## src/rtl/adpll_tx_serializer_if.sv

```systemverilog
// CPU register bus between a host and adpll_tx_serializer.
//   valid   : request strobe (master -> slave)
//   address : register select
//   wdata   : write data
//   wstrb   : 1 = write, 0 = read
//   rdata   : read data, valid with ready (slave -> master)
//   ready   : one-cycle acknowledge
interface adpll_tx_serializer_if #(
  parameter int unsigned ADDR_W = 2,
  parameter int unsigned DATA_W = 32
) ();
  logic              valid;
  logic [ADDR_W-1:0] address;
  logic [DATA_W-1:0] wdata;
  logic              wstrb;
  logic [DATA_W-1:0] rdata;
  logic              ready;

  modport master (output valid, address, wdata, wstrb, input rdata, ready);
  modport slave  (input valid, address, wdata, wstrb, output rdata, ready);
endinterface

```

## src/rtl/adpll_tx_serializer.sv

```systemverilog
// CPU-fed TX bit serializer driving data_mod of adpll_ctr. Words pushed over
// the register bus are queued in a FIFO and shifted out LSB-first, one bit per
// SYM_CYCLES clocks, while channel_lock is high.
//   clk, rst     : clock, asynchronous active-high reset
//   bus          : register bus (slave side)
//   channel_lock : ADPLL lock indication
//   data_mod     : serial modulation bit
//   tx_busy      : sending with FIFO or shift register non-empty
module adpll_tx_serializer #(
  parameter int unsigned ADDR_W     = 2,
  parameter int unsigned DATA_W     = 32,
  parameter int unsigned WORD_W     = 8,
  parameter int unsigned FIFO_DEPTH = 4,
  parameter int unsigned SYM_CYCLES = 32,
  parameter bit          IDLE_BIT   = 1'b0
) (
  input  logic                 clk,
  input  logic                 rst,
  adpll_tx_serializer_if.slave bus,
  input  logic                 channel_lock,
  output logic                 data_mod,
  output logic                 tx_busy
);
  localparam int unsigned PTR_W = $clog2(FIFO_DEPTH);
  localparam int unsigned LVL_W = $clog2(FIFO_DEPTH) + 1;
  localparam int unsigned CNT_W = $clog2(SYM_CYCLES);
  localparam int unsigned BIT_W = $clog2(WORD_W) + 1;

  localparam logic [ADDR_W-1:0] A_TX     = ADDR_W'(0);
  localparam logic [ADDR_W-1:0] A_CTRL   = ADDR_W'(1);
  localparam logic [ADDR_W-1:0] A_STATUS = ADDR_W'(2);

  typedef enum logic [1:0] {S_IDLE, S_WAIT_LOCK, S_SEND} state_t;

  state_t              state_q, state_d;
  logic [CNT_W-1:0]    cnt_q, cnt_d;
  logic [WORD_W-1:0]   shift_q, shift_d;
  logic [BIT_W-1:0]    bits_q, bits_d;
  logic [PTR_W-1:0]    wr_ptr_q, wr_ptr_d, rd_ptr_q, rd_ptr_d;
  logic [LVL_W-1:0]    level_q, level_d;
  logic                en_q, en_d;
  logic                underrun_q, underrun_d;
  logic                overflow_q, overflow_d;
  logic                lock_loss_q, lock_loss_d;
  logic                data_mod_q, data_mod_d;
  logic                tx_busy_q, tx_busy_d;
  logic                ready_q, ready_d;
  logic [DATA_W-1:0]   rdata_q, rdata_d;
  logic [WORD_W-1:0]   mem [FIFO_DEPTH];

  logic                accept, push, pop, flush, clr, do_write;
  logic [15:0]         status;
  logic                unused_wdata;

  assign unused_wdata = ^bus.wdata;

  // Register state
  always_ff @(posedge clk or posedge rst) begin
    if (rst) begin
      state_q     <= S_IDLE;
      cnt_q       <= '0;
      shift_q     <= '0;
      bits_q      <= '0;
      wr_ptr_q    <= '0;
      rd_ptr_q    <= '0;
      level_q     <= '0;
      en_q        <= 1'b0;
      underrun_q  <= 1'b0;
      overflow_q  <= 1'b0;
      lock_loss_q <= 1'b0;
      data_mod_q  <= 1'b0;
      tx_busy_q   <= 1'b0;
      ready_q     <= 1'b0;
      rdata_q     <= '0;
    end else begin
      state_q     <= state_d;
      cnt_q       <= cnt_d;
      shift_q     <= shift_d;
      bits_q      <= bits_d;
      wr_ptr_q    <= wr_ptr_d;
      rd_ptr_q    <= rd_ptr_d;
      level_q     <= level_d;
      en_q        <= en_d;
      underrun_q  <= underrun_d;
      overflow_q  <= overflow_d;
      lock_loss_q <= lock_loss_d;
      data_mod_q  <= data_mod_d;
      tx_busy_q   <= tx_busy_d;
      ready_q     <= ready_d;
      rdata_q     <= rdata_d;
    end
  end

  // FIFO storage
  always_ff @(posedge clk) begin
    if (do_write) mem[wr_ptr_q] <= bus.wdata[WORD_W-1:0];
  end

  // Bus decode, FSM, FIFO control and sticky flags
  always_comb begin
    state_d     = state_q;
    cnt_d       = cnt_q;
    shift_d     = shift_q;
    bits_d      = bits_q;
    wr_ptr_d    = wr_ptr_q;
    rd_ptr_d    = rd_ptr_q;
    level_d     = level_q;
    en_d        = en_q;
    underrun_d  = underrun_q;
    overflow_d  = overflow_q;
    lock_loss_d = lock_loss_q;
    data_mod_d  = data_mod_q;
    ready_d     = 1'b0;
    rdata_d     = rdata_q;
    push        = 1'b0;
    pop         = 1'b0;
    flush       = 1'b0;
    clr         = 1'b0;
    do_write    = 1'b0;

    status      = '0;
    status[0]    = (level_q == '0);
    status[1]    = (level_q == LVL_W'(FIFO_DEPTH));
    status[2]    = underrun_q;
    status[3]    = overflow_q;
    status[4]    = lock_loss_q;
    status[15:8] = 8'(level_q);

    // A held valid is taken again only after ready has dropped.
    accept = bus.valid && !ready_q;
    if (accept) begin
      ready_d = 1'b1;
      rdata_d = '0;
      if (bus.wstrb) begin
        case (bus.address)
          A_TX:   push = 1'b1;
          A_CTRL: begin
            en_d  = bus.wdata[0];
            clr   = bus.wdata[1];
            flush = bus.wdata[2];
          end
          default: ;
        endcase
      end else if (bus.address == A_STATUS) begin
        rdata_d = DATA_W'(status);
      end
    end

    // Clear first so a same-cycle event below leaves its flag set.
    if (clr) begin
      underrun_d  = 1'b0;
      overflow_d  = 1'b0;
      lock_loss_d = 1'b0;
    end

    case (state_q)
      S_IDLE: begin
        data_mod_d = 1'b0;
        cnt_d      = '0;
        bits_d     = '0;
        if (en_q) state_d = S_WAIT_LOCK;
      end
      S_WAIT_LOCK: begin
        data_mod_d = 1'b0;
        cnt_d      = '0;
        if (!en_q)             state_d = S_IDLE;
        else if (channel_lock) state_d = S_SEND;
      end
      S_SEND: begin
        if (!en_q) begin
          state_d    = S_IDLE;
          cnt_d      = '0;
          bits_d     = '0;
          data_mod_d = 1'b0;
        end else if (!channel_lock) begin
          // Lock loss outranks a coinciding symbol boundary.
          state_d     = S_WAIT_LOCK;
          cnt_d       = '0;
          bits_d      = '0;
          data_mod_d  = 1'b0;
          lock_loss_d = 1'b1;
        end else if (cnt_q == CNT_W'(SYM_CYCLES - 1)) begin
          cnt_d = '0;
          if (bits_q != '0) begin
            data_mod_d = shift_q[0];
            shift_d    = shift_q >> 1;
            bits_d     = bits_q - BIT_W'(1);
          end else if ((level_q != '0) && !flush) begin
            pop        = 1'b1;
            data_mod_d = mem[rd_ptr_q][0];
            shift_d    = mem[rd_ptr_q] >> 1;
            bits_d     = BIT_W'(WORD_W - 1);
          end else begin
            data_mod_d = IDLE_BIT;
            underrun_d = 1'b1;
          end
        end else begin
          cnt_d = cnt_q + CNT_W'(1);
        end
      end
      default: state_d = S_IDLE;
    endcase

    // FIFO pointers; a push into a full FIFO drops even if a pop coincides.
    if (flush) begin
      wr_ptr_d = '0;
      rd_ptr_d = '0;
      level_d  = '0;
    end else begin
      if (push) begin
        if (level_q == LVL_W'(FIFO_DEPTH)) begin
          overflow_d = 1'b1;
        end else begin
          do_write = 1'b1;
          wr_ptr_d = wr_ptr_q + PTR_W'(1);
        end
      end
      if (pop) rd_ptr_d = rd_ptr_q + PTR_W'(1);
      level_d = level_q + LVL_W'(do_write) - LVL_W'(pop);
    end

    tx_busy_d = (state_d == S_SEND) && ((level_d != '0) || (bits_d != '0));
  end

  assign data_mod  = data_mod_q;
  assign tx_busy   = tx_busy_q;
  assign bus.ready = ready_q;
  assign bus.rdata = rdata_q;
endmodule

```

## src/flat_wrapper.sv

```systemverilog
// flat-port wrapper written by rule: the top's interface ports become plain ports
module adpll_tx_serializer_flat 
#(
  parameter int unsigned ADDR_W     = 2,
  parameter int unsigned DATA_W     = 32,
  parameter int unsigned WORD_W     = 8,
  parameter int unsigned FIFO_DEPTH = 4,
  parameter int unsigned SYM_CYCLES = 32,
  parameter bit          IDLE_BIT   = 1'b0
)
  (clk, rst, channel_lock, data_mod, tx_busy, bus_valid, bus_address, bus_wdata, bus_wstrb, bus_rdata, bus_ready);
  adpll_tx_serializer_if #(.ADDR_W(ADDR_W), .DATA_W(DATA_W)) bus_i ();
  input  logic clk;
  input  logic rst;
  input  logic channel_lock;
  output logic data_mod;
  output logic tx_busy;
  input wire logic [$bits(bus_i.valid)-1:0] bus_valid;
  input wire logic [$bits(bus_i.address)-1:0] bus_address;
  input wire logic [$bits(bus_i.wdata)-1:0] bus_wdata;
  input wire logic [$bits(bus_i.wstrb)-1:0] bus_wstrb;
  output wire logic [$bits(bus_i.rdata)-1:0] bus_rdata;
  output wire logic [$bits(bus_i.ready)-1:0] bus_ready;
  assign bus_i.valid = bus_valid;
  assign bus_i.address = bus_address;
  assign bus_i.wdata = bus_wdata;
  assign bus_i.wstrb = bus_wstrb;
  assign bus_rdata = bus_i.rdata;
  assign bus_ready = bus_i.ready;
  adpll_tx_serializer #(.ADDR_W(ADDR_W), .DATA_W(DATA_W), .WORD_W(WORD_W), .FIFO_DEPTH(FIFO_DEPTH), .SYM_CYCLES(SYM_CYCLES), .IDLE_BIT(IDLE_BIT)) u_core (.clk(clk), .rst(rst), .bus(bus_i), .channel_lock(channel_lock), .data_mod(data_mod), .tx_busy(tx_busy));
endmodule
```

## config.mk

```make
export PLATFORM = sky130hd
export DESIGN_NAME = adpll_tx_serializer_flat
export DESIGN_NICKNAME = d
export VERILOG_FILES = /design/src/rtl/adpll_tx_serializer_if.sv /design/src/rtl/adpll_tx_serializer.sv /design/src/flat_wrapper.sv
export SDC_FILE = /design/constraint.sdc
export NUM_CORES = 1
export LEC_CHECK = 0
export CAP_MARGIN = 40
export CORE_ASPECT_RATIO = 1.75
export CORE_UTILIZATION = 35
export DETAILED_ROUTE_END_ITERATION = 8
export DONT_BUFFER_PORTS = 1
export GPL_TIMING_DRIVEN = 0
export PLACE_DENSITY = 0.51
export SETUP_SLACK_MARGIN = 0.02
export SYNTH_ARGS = -nofsm -noshare
export SYNTH_HDL_FRONTEND = slang
export SYNTH_SLANG_ARGS = --single-unit
export TNS_END_PERCENT = 50
```

## constraint.sdc

```tcl
create_clock -name clk -period 4.64 [get_ports clk]
set_input_delay 0.696 -clock clk [delete_from_list [all_inputs] [get_ports clk]]
set_output_delay 0.696 -clock clk [all_outputs]
set_load 0.005 [all_outputs]
```

==> results.txt <==
flow finished, numbers: initial detailed-routing violation count 83, Max Used Layer met4, XOR/XNOR Area Share 0.0181, Hold Slack 0.228 ns, fa+ha+maj area frac 0.0427, crit path kind register to register, Crit. path cell count 16, Synth top cell by count dfrtp_1, Synth Area in Simple Gates 0.124, area fraction in mux cells 0.0564, # nets final 353, H-tree depth 3, AND-OR/OR-AND share of the synthesized area 0.0980, Post-DP Area 3650 µm², Antenna diodes 0, Hold Fails Final Rpt 0, Longest Clk Path Bufs 2, number of enable flip-flop cells 32, MI comb cells 172, Synth logic family simple AND/OR/NAND/NOR gates, wl on met1 2.43 mm, Max stage delay cell, worst path or4b_1, main flop type dfrtp_1, die span in y 132 µm, status complete, no violations, clock-pin slew of the registers on the worst-case setup and hold paths 0.05 ns, R2R depth 16, slew margin rel. 0.486, Max power group registers
==> layout by cell type (no fill, tap or decap), types with 2 or more instances in the layout <==
master / instances
nand3_1: 4
conb_1: 24
a21o_1: 4
o21ai_0: 6
nand2_1: 28
xnor2_1: 4
o31ai_1: 2
a21oi_1: 4
and2_1: 6
and3_1: 3
o2bb2ai_1: 2
bufinv_16: 2
o21a_1: 2
clkbuf_1: 7
nor3b_1: 2
edfxtp_1: 32
xor2_1: 3
inv_6: 2
nor3b_2: 2
a31oi_1: 8
nand2b_1: 3
a22o_1: 9
nor2_1: 14
nor3_1: 2
buf_2: 4
o41ai_1: 3
ha_1: 10
clkbuf_16: 9
buf_4: 24
mux4_2: 8
dfrtp_1: 40
inv_1: 10
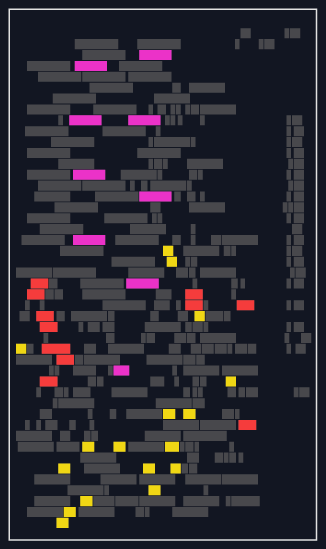
Fig. 1. Logic cells by family.
(4 px per µm)
mux cells: marked magenta, cells 9. fa/ha/maj cells: marked red, cells 11. non-inverting ao/oa cells: marked yellow, cells 17.
Top cell excl fill/tap: dfrtp_1
Comb area share: 0.312
non-filler instance count after layout: 430

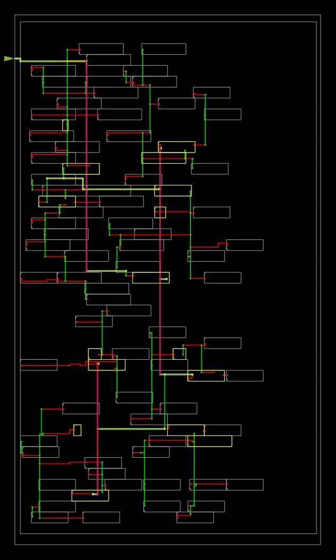
Fig. 2. Clock wiring as the flow saved it.
cts bufs inserted: 9
Clock Buffer Count: 10

Power figures rest on the tool's default switching activity, not on a simulated workload.
